**src/rtl/mem_arb_pkg.sv**
```systemverilog
// Shared constants for the fetch / load-store memory port arbiter.
package mem_arb_pkg;
  localparam int unsigned XLEN = 32;
  localparam int unsigned STRB = XLEN / 8;

  localparam logic [1:0] ST_IDLE   = 2'd0;
  localparam logic [1:0] ST_ACCESS = 2'd1;
  localparam logic [1:0] ST_RESP   = 2'd2;

  localparam logic [1:0] SZ_B = 2'd0;
  localparam logic [1:0] SZ_H = 2'd1;
  localparam logic [1:0] SZ_W = 2'd2;
  localparam logic [1:0] SZ_X = 2'd3;

  localparam logic OWN_IF = 1'b0;
  localparam logic OWN_D  = 1'b1;

  // Bytes touched by an access of the given size code.
  function automatic logic [2:0] size_bytes(input logic [1:0] size);
    case (size)
      SZ_B:    return 3'd1;
      SZ_H:    return 3'd2;
      default: return 3'd4;
    endcase
  endfunction
endpackage

```
**src/rtl/mem_lane_align.sv**
```systemverilog
// Byte-lane steering for sub-word accesses: strobes, store replication,
// load shift/mask and natural-alignment check.
module mem_lane_align
  import mem_arb_pkg::*;
(
  input  logic [1:0]      addr_lo,
  input  logic [1:0]      size,
  input  logic [XLEN-1:0] wdata,
  input  logic [XLEN-1:0] rdata,
  output logic [STRB-1:0] wstrb,
  output logic [XLEN-1:0] wdata_rep,
  output logic [XLEN-1:0] rdata_align,
  output logic            misaligned
);
  logic [XLEN-1:0] shifted;

  assign shifted = rdata >> {addr_lo, 3'b000};

  always_comb begin
    wstrb       = '0;
    wdata_rep   = wdata;
    rdata_align = '0;
    misaligned  = 1'b0;
    case (size)
      SZ_B: begin
        wstrb       = 4'b0001 << addr_lo;
        wdata_rep   = {4{wdata[7:0]}};
        rdata_align = {24'd0, shifted[7:0]};
      end
      SZ_H: begin
        wstrb       = 4'b0011 << addr_lo;
        wdata_rep   = {2{wdata[15:0]}};
        rdata_align = {16'd0, shifted[15:0]};
        misaligned  = addr_lo[0];
      end
      SZ_W: begin
        wstrb       = 4'b1111;
        rdata_align = shifted;
        misaligned  = |addr_lo;
      end
      default: ;
    endcase
  end
endmodule

```
**src/rtl/mem_port_arbiter.sv**
```systemverilog
// Round-robin arbiter sharing one byte-addressed memory port between
// instruction fetch and the load/store unit; one access in flight at a time.
module mem_port_arbiter
  import mem_arb_pkg::*;
#(
  parameter int unsigned MEM_DEPTH = 1048576
) (
  input  logic            clock,
  input  logic            reset,
  input  logic            if_req_valid,
  output logic            if_req_ready,
  input  logic [XLEN-1:0] if_req_addr,
  output logic            if_rsp_valid,
  input  logic            if_rsp_ready,
  output logic [XLEN-1:0] if_rsp_data,
  output logic            if_rsp_err,
  input  logic            d_req_valid,
  output logic            d_req_ready,
  input  logic [XLEN-1:0] d_req_addr,
  input  logic            d_req_we,
  input  logic [1:0]      d_req_size,
  input  logic [XLEN-1:0] d_req_wdata,
  output logic            d_rsp_valid,
  input  logic            d_rsp_ready,
  output logic [XLEN-1:0] d_rsp_data,
  output logic            d_rsp_err,
  output logic            mem_en,
  output logic            mem_we,
  output logic [XLEN-1:0] mem_addr,
  output logic [STRB-1:0] mem_wstrb,
  output logic [XLEN-1:0] mem_wdata,
  input  logic [XLEN-1:0] mem_rdata
);
  logic [1:0]      state, state_next;
  logic            owner, owner_next;
  logic            last_grant, last_grant_next;
  logic [1:0]      req_lo, req_lo_next;
  logic [1:0]      req_size, req_size_next;
  logic            req_we, req_we_next;

  logic            mem_en_next, mem_we_next;
  logic [XLEN-1:0] mem_addr_next, mem_wdata_next;
  logic [STRB-1:0] mem_wstrb_next;
  logic            if_rsp_valid_next, if_rsp_err_next;
  logic            d_rsp_valid_next, d_rsp_err_next;
  logic [XLEN-1:0] if_rsp_data_next, d_rsp_data_next;

  logic            grant_d, grant_if, accept, illegal, range_err, rsp_done;
  logic [XLEN-1:0] in_addr, in_wdata;
  logic [1:0]      in_size;
  logic            in_we;
  logic [1:0]      al_addr_lo, al_size;
  logic [STRB-1:0] al_wstrb;
  logic [XLEN-1:0] al_wdata_rep, al_rdata;
  logic            al_misaligned;

  // Ties go to whichever requester did not win the previous accept.
  assign grant_d      = d_req_valid && (!if_req_valid || last_grant == OWN_IF);
  assign grant_if     = if_req_valid && !grant_d;
  assign if_req_ready = !reset && state == ST_IDLE && grant_if;
  assign d_req_ready  = !reset && state == ST_IDLE && grant_d;
  assign accept       = if_req_ready || d_req_ready;

  assign in_addr  = grant_d ? d_req_addr  : if_req_addr;
  assign in_we    = grant_d ? d_req_we    : 1'b0;
  assign in_size  = grant_d ? d_req_size  : SZ_W;
  assign in_wdata = grant_d ? d_req_wdata : '0;

  // The aligner sees the incoming request in IDLE and the latched one afterwards.
  assign al_addr_lo = (state == ST_IDLE) ? in_addr[1:0] : req_lo;
  assign al_size    = (state == ST_IDLE) ? in_size      : req_size;

  assign range_err = (33'(in_addr) + 33'(size_bytes(in_size))) > 33'(MEM_DEPTH);
  assign illegal   = al_misaligned || in_size == SZ_X || range_err;
  assign rsp_done  = (owner == OWN_D) ? d_rsp_ready : if_rsp_ready;

  mem_lane_align u_align (
    .addr_lo     (al_addr_lo),
    .size        (al_size),
    .wdata       (in_wdata),
    .rdata       (mem_rdata),
    .wstrb       (al_wstrb),
    .wdata_rep   (al_wdata_rep),
    .rdata_align (al_rdata),
    .misaligned  (al_misaligned)
  );

  always_comb begin
    state_next        = state;
    owner_next        = owner;
    last_grant_next   = last_grant;
    req_lo_next       = req_lo;
    req_size_next     = req_size;
    req_we_next       = req_we;
    mem_en_next       = 1'b0;
    mem_we_next       = 1'b0;
    mem_addr_next     = mem_addr;
    mem_wstrb_next    = '0;
    mem_wdata_next    = mem_wdata;
    if_rsp_valid_next = if_rsp_valid;
    if_rsp_err_next   = if_rsp_err;
    if_rsp_data_next  = if_rsp_data;
    d_rsp_valid_next  = d_rsp_valid;
    d_rsp_err_next    = d_rsp_err;
    d_rsp_data_next   = d_rsp_data;
    case (state)
      ST_IDLE: begin
        if (accept) begin
          owner_next      = grant_d ? OWN_D : OWN_IF;
          last_grant_next = grant_d ? OWN_D : OWN_IF;
          req_lo_next     = in_addr[1:0];
          req_size_next   = in_size;
          req_we_next     = in_we;
          if (illegal) begin
            state_next = ST_RESP;
            if (grant_d) begin
              d_rsp_valid_next = 1'b1;
              d_rsp_err_next   = 1'b1;
              d_rsp_data_next  = '0;
            end else begin
              if_rsp_valid_next = 1'b1;
              if_rsp_err_next   = 1'b1;
              if_rsp_data_next  = '0;
            end
          end else begin
            state_next     = ST_ACCESS;
            mem_en_next    = 1'b1;
            mem_we_next    = in_we;
            mem_addr_next  = {in_addr[XLEN-1:2], 2'b00};
            mem_wstrb_next = al_wstrb;
            mem_wdata_next = al_wdata_rep;
          end
        end
      end
      ST_ACCESS: begin
        state_next = ST_RESP;
        if (owner == OWN_D) begin
          d_rsp_valid_next = 1'b1;
          d_rsp_err_next   = 1'b0;
          d_rsp_data_next  = req_we ? '0 : al_rdata;
        end else begin
          if_rsp_valid_next = 1'b1;
          if_rsp_err_next   = 1'b0;
          if_rsp_data_next  = al_rdata;
        end
      end
      ST_RESP: begin
        if (rsp_done) begin
          state_next        = ST_IDLE;
          if_rsp_valid_next = 1'b0;
          if_rsp_err_next   = 1'b0;
          if_rsp_data_next  = '0;
          d_rsp_valid_next  = 1'b0;
          d_rsp_err_next    = 1'b0;
          d_rsp_data_next   = '0;
        end
      end
      default: state_next = ST_IDLE;
    endcase
  end

  always_ff @(posedge clock or posedge reset) begin
    if (reset) begin
      state        <= ST_IDLE;
      owner        <= OWN_IF;
      last_grant   <= OWN_IF;
      req_lo       <= '0;
      req_size     <= SZ_W;
      req_we       <= 1'b0;
      mem_en       <= 1'b0;
      mem_we       <= 1'b0;
      mem_addr     <= '0;
      mem_wstrb    <= '0;
      mem_wdata    <= '0;
      if_rsp_valid <= 1'b0;
      if_rsp_err   <= 1'b0;
      if_rsp_data  <= '0;
      d_rsp_valid  <= 1'b0;
      d_rsp_err    <= 1'b0;
      d_rsp_data   <= '0;
    end else begin
      state        <= state_next;
      owner        <= owner_next;
      last_grant   <= last_grant_next;
      req_lo       <= req_lo_next;
      req_size     <= req_size_next;
      req_we       <= req_we_next;
      mem_en       <= mem_en_next;
      mem_we       <= mem_we_next;
      mem_addr     <= mem_addr_next;
      mem_wstrb    <= mem_wstrb_next;
      mem_wdata    <= mem_wdata_next;
      if_rsp_valid <= if_rsp_valid_next;
      if_rsp_err   <= if_rsp_err_next;
      if_rsp_data  <= if_rsp_data_next;
      d_rsp_valid  <= d_rsp_valid_next;
      d_rsp_err    <= d_rsp_err_next;
      d_rsp_data   <= d_rsp_data_next;
    end
  end
endmodule

```
**config.mk**
```make
export PLATFORM = sky130hd
export DESIGN_NAME = mem_port_arbiter
export DESIGN_NICKNAME = d
export VERILOG_FILES = /design/src/rtl/mem_arb_pkg.sv /design/src/rtl/mem_lane_align.sv /design/src/rtl/mem_port_arbiter.sv
export SDC_FILE = /design/constraint.sdc
export NUM_CORES = 1
export LEC_CHECK = 0
export CAP_MARGIN = 20
export CORE_MARGIN = 3
export CORE_UTILIZATION = 50
export CTS_BUF_LIST = sky130_fd_sc_hd__clkbuf_16
export CTS_CLUSTER_SIZE = 40
export DETAILED_ROUTE_END_ITERATION = 16
export GPL_ROUTABILITY_DRIVEN = 1
export PLACE_DENSITY_LB_ADDON = 0.15
export RECOVER_POWER = 25
export SLEW_MARGIN = 20
export SYNTH_ARGS = -nofsm -noshare
export SYNTH_HDL_FRONTEND = slang
export SYNTH_SLANG_ARGS = --single-unit
```
**constraint.sdc**
```tcl
create_clock -name clock -period 8.8 [get_ports clock]
set_clock_uncertainty 0.1 [all_clocks]
set_input_delay 1.76 -clock clock [delete_from_list [all_inputs] [get_ports clock]]
set_output_delay 1.76 -clock clock [all_outputs]
set_load 0.005 [all_outputs]
```
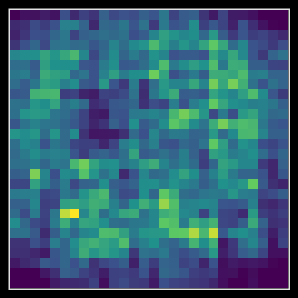
**Above:** run 1 (routed metal per tile).
(2 px per um) 28 x 28 tiles, from dark purple (low) to yellow (high), scaled to the fullest tile. Values are wire area over tile area, all layers added.
emptiest ninth of the die: lower right
tiles over half the peak: 20%
nearly empty tiles: 3.1%
Routed wire per std cell: 19.1 um
overall fraction of global-route tracks in use: 28.5%
total length of routed wires: 28.1 mm
Via Count: 8480

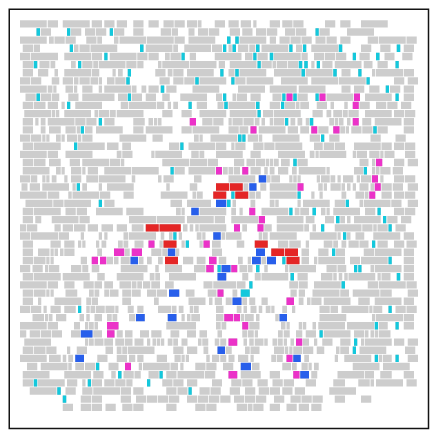
**Above:** run 1 (gate families picked out).
(3 px per um)
legend:
  red:
    family: adder and majority cells
    cells: 12
    most_used: ha_1
    where: center
  blue:
    family: AND-OR and OR-AND gates
    cells: 23
    most_used: a21o_1
  magenta:
    family: AND and OR gates
    cells: 42
  cyan:
    family: inverters
    cells: 113
    most_used: inv_1
    where: widely spread
most frequent logic cell in the layout: sky130_fd_sc_hd__clkdlybuf4s50_1
combinational share of cell area: 37.3%
non-filler cells in the finished layout: 1476

==> impl_results.rst, run 1 <==
Metrics
=======

.. list-table::
   :header-rows: 1

   * - Metric
     - Value
   * - Run status
     - complete, no violations
   * - Count of clock tree sinks
     - around 140
   * - Worst setup EP type
     - flop
   * - Storage cell area
     - ~3600 sq um
   * - Reg-to-Reg End
     - mem_addr[7]
   * - Top Layout Cells
     - 250 x sky130_fd_sc_hd__clkdlybuf4s50_1, 143 x sky130_fd_sc_hd__dfrtp_1, 131 x sky130_fd_sc_hd__nand2_1
   * - R2r setup slk
     - between 3000 and 4000 ps
   * - Dominant cell area share
     - between 40% and 50%
   * - Count of maximum capacitance violations
     - 0
   * - Width of the chip
     - around 140 um
   * - Global-route wire length before repair
     - 45.0 mm
   * - Final Setup Violations
     - 0
   * - Pwr dens
     - between 150 and 200 nW/um^2
   * - I/O pins
     - approximately 280
   * - Layer with the highest usage after global routing
     - met2
   * - Cell repeated most along the worst path
     - sky130_fd_sc_hd__a21oi_1
   * - Worst IR drop on VDD
     - 191 uV
   * - Placeable core region
     - roughly 17000 sq um
   * - Share of power burned in the clock network
     - a little under a third
   * - Hold Path Class
     - flop to flop
   * - Post-detailed-route DRC marker count
     - 0
   * - Setup Total Neg Slack
     - 0 ps
   * - Number of distinct library cells after synthesis
     - about 72
   * - Area of combinational cells with multiple inputs
     - between 4000 and 5000 sq um
   * - Met3 layer wire length in the routed design
     - 2.27 mm
   * - Int Power
     - 1.42 mW
   * - Final count of pins violating max slew
     - 0
   * - RSZ-0062 raised after global routing
     - no
   * - Fill cell instance count of the final layout
     - 1367
   * - Overall power after layout
     - 2.32 mW
   * - Worst slew margin relative to its limit
     - 34.1%
   * - Fraction of layout instances using a drive strength above 1
     - approximately 7.8%
   * - Largest fanout on the critical path
     - between 50 and 60
   * - GR Util met3
     - 7.01%
   * - Chip area in the Yosys report
     - ~8900 sq um
   * - Port-buffer cells
     - between 200 and 300
   * - Depth of the worst register-to-register path
     - 14
   * - Share of total power consumed by net switching
     - 38.5%
   * - Die Area
     - between 15000 and 20000 sq um
   * - Count of hold buffers inserted by post-cts repair
     - 0
   * - CTS tree
     - built
   * - Placer's final routability congestion estimate
     - 0.936
   * - Synthesized registers
     - 144
   * - Via count of the first global-routing pass
     - approximately 8500
   * - Global routing usage on met2
     - between 40% and 50%
   * - Cell with the largest stage delay on the worst path
     - sky130_fd_sc_hd__buf_4
   * - Sequential share of power
     - between 30% and 40%
   * - Type of the worst setup path
     - primary input to flop
   * - Via density
     - around 5.7
   * - Crit Reg-Reg Startpoint
     - last_grant
   * - CTS resizes
     - 0
   * - Post-layout util
     - a little under three quarters
   * - Post-layout period usage of the worst path
     - about three quarters
   * - HPWL after detailed placement
     - approximately 21 mm
   * - Max Clk Rate
     - approximately 150 MHz
   * - Count of flip-flops with a built-in enable after synthesis
     - 0
   * - Tool Warnings
     - 32
   * - Average size of a mapped cell
     - between 9 and 10 sq um
   * - Combinational cell fraction of total power
     - 37.8%
   * - Final worst setup slack
     - between 2000 and 2500 ps
   * - Placement Rows
     - 48
   * - Remaining Overflow, GRT
     - 0
   * - Placement-stage cell area
     - around 12000 sq um
   * - Largest net degree at the start of global routing
     - about 81
   * - Total placed cells including tap cells
     - ~1400
   * - Detailed router's first-iteration violation count
     - approximately 620
   * - Yosys cell count
     - about 1000
   * - H-tree depth
     - 4
   * - Data arrival time at the worst-slack endpoint
     - approximately 6900 ps
   * - P_sw
     - 0.893 mW
   * - Number of standard cells after synthesis
     - approximately 990
   * - Clock buffer depth
     - 2
   * - Largest stage delay, worst path
     - ~650 ps
   * - Most used standard cell by instance count after synthesis
     - sky130_fd_sc_hd__dfrtp_1
   * - Post-CTS setup buffer count
     - 0
   * - Most common flop cell mapped by yosys
     - sky130_fd_sc_hd__dfrtp_1
   * - Routed met1 length
     - approximately 11 mm
   * - Worst-Margin Slew
     - ~1000 ps
   * - First-pass DRT Iterations
     - 5
   * - Commonest cells post-synth
     - 143 x sky130_fd_sc_hd__dfrtp_1, 131 x sky130_fd_sc_hd__nand2_1, 113 x sky130_fd_sc_hd__inv_1
   * - Leakage power
     - 5.41 nW
   * - Required arrival time at the worst endpoint
     - roughly 9000 ps
   * - Hold violation total from the final report
     - 0
   * - Cells on Worst Hold Path
     - 2
   * - Tally of yosys warning messages
     - 0
   * - Met1 layer usage reported by global route
     - between 30% and 40%
   * - Clock buffers created by TritonCTS
     - 17
   * - Nets@finish
     - approximately 1400
   * - Fraction of the yosys area taken by sequential cells
     - roughly two fifths
   * - Share of flip-flops with an asynchronous set or reset after synthesis
     - 100%
   * - Starting utilization of the core area
     - between 50% and 60%
   * - CP cell instances
     - clkdlybuf4s50_1, a21bo_2, mux2i_1, inv_1, ha_1, fa_1, a21oi_1, nor2_1, a21oi_1, o311ai_1, nor4_2, a21oi_4, nor3_4, buf_4, mux2_2
   * - Cell at the root of the clock tree
     - sky130_fd_sc_hd__clkbuf_16
   * - Highest routed layer
     - met4
   * - Cell area after technology mapping
     - around 8900 sq um
   * - Worst slack, placed
     - between 1500 and 2000 ps
   * - Worst hold margin
     - a little under 400 ps
   * - Post-Layout Inst Area
     - between 10000 and 15000 sq um
   * - Layout overhead on the synthesized area
     - 39.0%
   * - Ranking of synthesized cells by area
     - sky130_fd_sc_hd__dfrtp_1 40%, sky130_fd_sc_hd__mux2i_1 12%, sky130_fd_sc_hd__nand2_1 5.5%, sky130_fd_sc_hd__inv_1 4.8%, sky130_fd_sc_hd__mux2_2 3.2%
   * - Y dimension of the die
     - between 100 and 150 um
   * - Largest area contributor in the netlist
     - sky130_fd_sc_hd__dfrtp_1
   * - DRT antenna net count
     - 0
   * - Clk Latency, worst-skew pair
     - 420 ps
   * - Fin crit period
     - ~6700 ps
   * - CTS clk-pin slew, worst paths
     - 70 ps
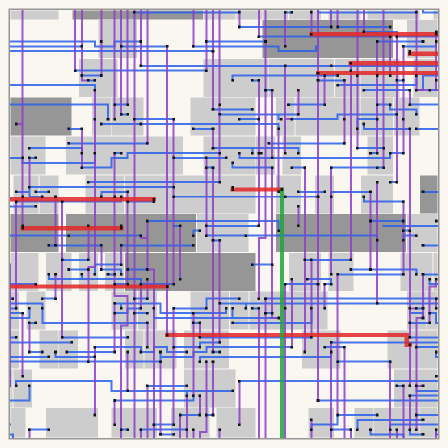
**Above:** run 1 (a small window of the routed layout).
Window x 55 to 85, y 55 to 85 um. Cells in gray, sequential cells in the stronger gray; small squares are vias.
legend:
  blue:
    layer: met1
  green:
    layer: met4
  red:
    layer: met3
  purple:
    layer: met2
cells with their middle in the window: 65
most frequent: nand2_1 (9)
sequential cells in the window: 4

[run 1: power groups by stage]
stage	clock network, mW	logic (mW)	registers (mW)
6_report	0.730	0.875	0.712
5_1_grt	0.765	0.956	0.715
4_1_cts	0.741	0.870	0.712
3_5_place_dp	0	0.864	0.724
3_3_place_gp	0	0.854	0.724
2_1_floorplan	0	0.614	0.717
[run 1: worst max-delay path: cells and delay by family]
family / cells / cell delay, ps
AND-OR/OR-AND: 5 / 1490
buffers and inverters: 3 / 1310
multiplexers: 2 / 820
AND/OR/NAND/NOR: 3 / 790
adder cells (fa/ha/maj): 2 / 710
[run 1: final cells by class]
class	count	share of cell area (%)
Antenna cell	1	0.0203
Clock buffer	17	3.45
Sequential cell	144	29.2
Timing Repair Buffer	285	22.9
Inverter	113	3.48
Tap cell	225	2.28
Multi-Input combinational cell	676	37.3
Clock inverter	15	1.37
[run 1: cells by family after synthesis]
group	count (synthesis)	share of synthesized area, %
multiplexers	136	15.7
XOR/XNOR	19	1.87
AND/OR/NAND/NOR	318	17.0
buffers and inverters	167	7.95
flip-flops	144	40.6
other	1	0.0422
adder cells (fa/ha/maj)	12	1.78
AND-OR/OR-AND	189	15.0
[run 1: flip-flops by register name, summed over array words and instances, names as in the netlist, 2 cells and up]
signal / cells
d_rsp_data: 32
if_rsp_data: 32
mem_addr: 30
mem_wdata: 32
mem_wstrb: 4
req_lo: 2
req_size: 2
state: 2
[run 1: how the worst max path moves through the flow]
stage | startpoint | endpoint | slack [ps] | cells past startpoint
finish | if_req_valid | mem_addr[7] | 2070 | 15
global route | if_req_valid | mem_wdata[17] | 1680 | 15
CTS | if_req_valid | mem_wdata[17] | 2150 | 15
detailed placement | if_req_valid | mem_wdata[17] | 1710 | 15
global placement | if_req_valid | mem_addr[11] | 1880 | 15
floorplan | reset | d_req_ready | 1730 | 3
==> inputs of run 2 (changes only) <==
Settings changed: CORE_UTILIZATION 50 to 43.
Clock period 8.8 ns to 5.9 ns, I/O delays scaled along.
==> run 2 against run 1 <==
Net effect: the flow now finishes with violations (max-capacitance violations, max-slew violations); die area rose by 16%; combinational power rose by 53%; synthesized cell count did not move; largest cell class unchanged; synthesized area did not move; critical endpoint is now mem_wdata[8]; worst hold slack got worse by 5.6 ps; highest routed layer unchanged; non-clock buffer count rose by 8.
==> impl_results.rst, run 2 <==
Metrics
=======

.. list-table::
   :header-rows: 1

   * - Metric
     - Value
   * - Run status
     - finished, violations left (was complete, no violations)
   * - Failing checks
     - max-capacitance violations, max-slew violations
   * - Non-filler cells in the finished layout
     - 1523 (was 1476)
   * - Cell at the root of the clock tree
     - sky130_fd_sc_hd__clkbuf_16 (unchanged)
   * - DRT antenna net count
     - 0 (unchanged)
   * - Final Setup Violations
     - 0 (unchanged)
   * - Fraction of layout instances using a drive strength above 1
     - 8.27% (was 7.76%)
   * - HPWL after detailed placement
     - 21.0 mm (was 20.8 mm)
   * - Fin crit period
     - around 5500 ps
   * - Die Area
     - 22400 sq um (was 19400 sq um)
   * - Leakage power
     - 5.44 nW (was 5.41 nW)
   * - Type of the worst setup path
     - primary input to flop (unchanged)
   * - Hold violation total from the final report
     - 0 (unchanged)
   * - Top Layout Cells
     - 273 x sky130_fd_sc_hd__clkdlybuf4s50_1, 143 x sky130_fd_sc_hd__dfrtp_1, 131 x sky130_fd_sc_hd__nand2_1 (was 250 x sky130_fd_sc_hd__clkdlybuf4s50_1, 143 x sky130_fd_sc_hd__dfrtp_1, 131 x sky130_fd_sc_hd__nand2_1)
   * - Post-detailed-route DRC marker count
     - 0 (unchanged)
   * - XOR Share, Synth
     - 1.87% (unchanged)
   * - Count of maximum capacitance violations
     - 1 (was 0)
   * - Detailed router's first-iteration violation count
     - 531 (was 621)
   * - Placer's final routability congestion estimate
     - 0.912 (was 0.936)
   * - Max Clk Rate
     - approximately 180 MHz
   * - Yosys cell count
     - 986 (unchanged)
   * - Clock buffer depth
     - 2 (unchanged)
   * - Commonest cells post-synth
     - 143 x sky130_fd_sc_hd__dfrtp_1, 131 x sky130_fd_sc_hd__nand2_1, 113 x sky130_fd_sc_hd__inv_1 (unchanged)
   * - CTS tree
     - built (unchanged)
   * - Global-route wire length before repair
     - 44.6 mm (was 45.0 mm)
   * - First-pass DRT Iterations
     - 8 (was 5)
   * - Dominant cell area share
     - 40.3% (unchanged)
   * - Count of flip-flops with a built-in enable after synthesis
     - 0 (unchanged)
   * - Cell area after technology mapping
     - 8880 sq um (unchanged)
   * - Tally of yosys warning messages
     - 0 (unchanged)
   * - Final worst setup slack
     - 400 ps (was 2070 ps)
   * - Data arrival time at the worst-slack endpoint
     - 5740 ps (was 6940 ps)
   * - Overall power after layout
     - 3.53 mW (was 2.32 mW)
   * - Regs by FF count
     - d_rsp_data: 32 flops, if_rsp_data: 32 flops, mem_wdata: 32 flops (unchanged)
   * - Largest fanout on the critical path
     - 47 (was 57)
   * - Placement-stage cell area
     - 11900 sq um (was 11700 sq um)
   * - Setup Total Neg Slack
     - 0 ps (unchanged)
   * - Width of the chip
     - 150 um (was 139 um)
   * - Number of distinct library cells after synthesis
     - 72 (unchanged)
   * - Synthesized registers
     - 144 (unchanged)
   * - Chip area in the Yosys report
     - 8880 sq um (unchanged)
   * - Worst setup EP type
     - flop (unchanged)
   * - Remaining Overflow, GRT
     - 0 (unchanged)
   * - Most common flop cell mapped by yosys
     - sky130_fd_sc_hd__dfrtp_1 (unchanged)
   * - Most frequent logic cell in the layout
     - sky130_fd_sc_hd__clkdlybuf4s50_1 (unchanged)
   * - Count of clock tree sinks
     - 144 (unchanged)
   * - Worst hold margin
     - 385 ps (was 391 ps)
   * - Via count of the first global-routing pass
     - 8187 (was 8522)
   * - Final count of pins violating max slew
     - 145 (was 0)
   * - Port-buffer cells
     - 274 (unchanged)
   * - Worst IR drop on VDD
     - 242 uV (was 191 uV)
   * - Antenna diode count
     - 0 (was 1)
   * - Cell with the largest stage delay on the worst path
     - sky130_fd_sc_hd__a32oi_1 (was sky130_fd_sc_hd__buf_4)
   * - Required arrival time at the worst endpoint
     - 6140 ps (was 9010 ps)
   * - Average size of a mapped cell
     - 9.00 sq um (unchanged)
   * - Family with the most delay on the worst path
     - AND-OR/OR-AND gates (unchanged)
   * - I/O pins
     - 277 (unchanged)
   * - Placeable core region
     - 19800 sq um (was 17400 sq um)
   * - CTS clk-pin slew, worst paths
     - 70 ps (about the same)
   * - Pwr dens
     - 282 nW/um^2 (was 188 nW/um^2)
   * - Multiplexer fraction of the synthesized cell area
     - 15.7% (unchanged)
   * - Clk Latency, worst-skew pair
     - 410 ps (was 420 ps)
   * - Adder and majority gate portion of the synthesized area
     - 1.78% (unchanged)
   * - Post-CTS setup buffer count
     - 0 (unchanged)
==> run 2: worst paths after layout <==
check | from | to | slack (ps) | cells past startpoint
worst max-delay path | d_req_valid | mem_wdata[8] | 400 | 16
worst min-delay path | req_size[0] | req_size[0] | 380 | 2
worst max register to register | last_grant | mem_wdata[8] | 1220 | 15
worst min register to register | req_size[0] | req_size[0] | 380 | 2
max in group asynchronous | reset | mem_addr[5] | 1010 | 3
min in group asynchronous | reset | mem_addr[13] | 2630 | 3
==> run 2: final cells by class <==
type,instances,area (sq um)
clock buffer,17,425
clock inverter,15,190
fill,1689,7360
inverter,113,428
multi-input combinational,676,4600
sequential,144,3600
tap,265,332
timing repair buffer,293,2900
==> run 2: worst register-to-register path, cell delays in order (launching register included) <==
cell,delay [ps]
sky130_fd_sc_hd__dfrtp_1,470
sky130_fd_sc_hd__a21bo_2,280
sky130_fd_sc_hd__nor2_1,170
sky130_fd_sc_hd__inv_1,90
sky130_fd_sc_hd__ha_1,390
sky130_fd_sc_hd__a21oi_1,360
sky130_fd_sc_hd__nand2_1,240
sky130_fd_sc_hd__a32oi_1,550
sky130_fd_sc_hd__o211ai_1,180
sky130_fd_sc_hd__o31ai_1,100
sky130_fd_sc_hd__nand4_1,160
sky130_fd_sc_hd__or3_1,460
sky130_fd_sc_hd__nor3_4,260
sky130_fd_sc_hd__buf_12,280
sky130_fd_sc_hd__buf_4,340
sky130_fd_sc_hd__mux2i_1,210
==> run 2: where the power goes <==
group          internal (mW)  switching, mW  total [mW]
combinational          0.513          0.825        1.34
sequential              1.03         0.0327        1.06
clock                  0.646          0.480        1.13
==> run 2: metal layers <==
metal	up-vias	track usage [%]	share of wire, %
met2	331	39.0	46
met5	-	0	0
met4	0	7.50	2.2
met1	4042	34.7	44
li1	3987	-	-
met3	34	6.24	8.1
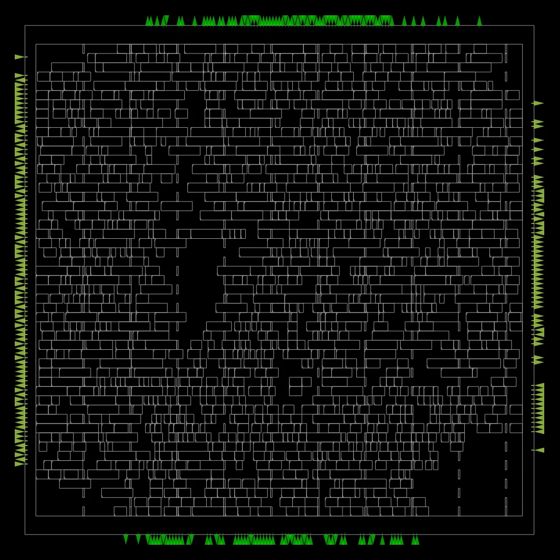
**Above:** run 2 (placement view).
post-layout util: 62.9%
number of sequential cells in the layout: 144
sequential share of cell area: 28.9%
fill cell instance count of the final layout: 1689
Placement Rows: 51

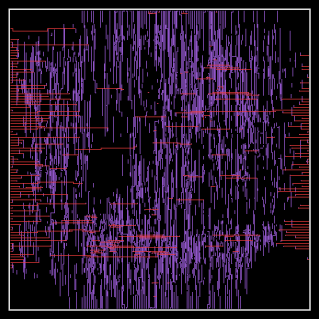
**Above:** run 2 (routed metal, one color a layer).
(2 px per um) Two of the layers only.
legend:
  purple:
    layer: met2
    wire_length: 13100 um
  red:
    layer: met3
    wire_length: 2290 um
Routed wire per std cell: 18.6 um
Via Count: 8394
overall fraction of global-route tracks in use: 25.0%
total length of routed wires: 28.3 mm

Power figures rest on the tool's default switching activity, not on a simulated workload.
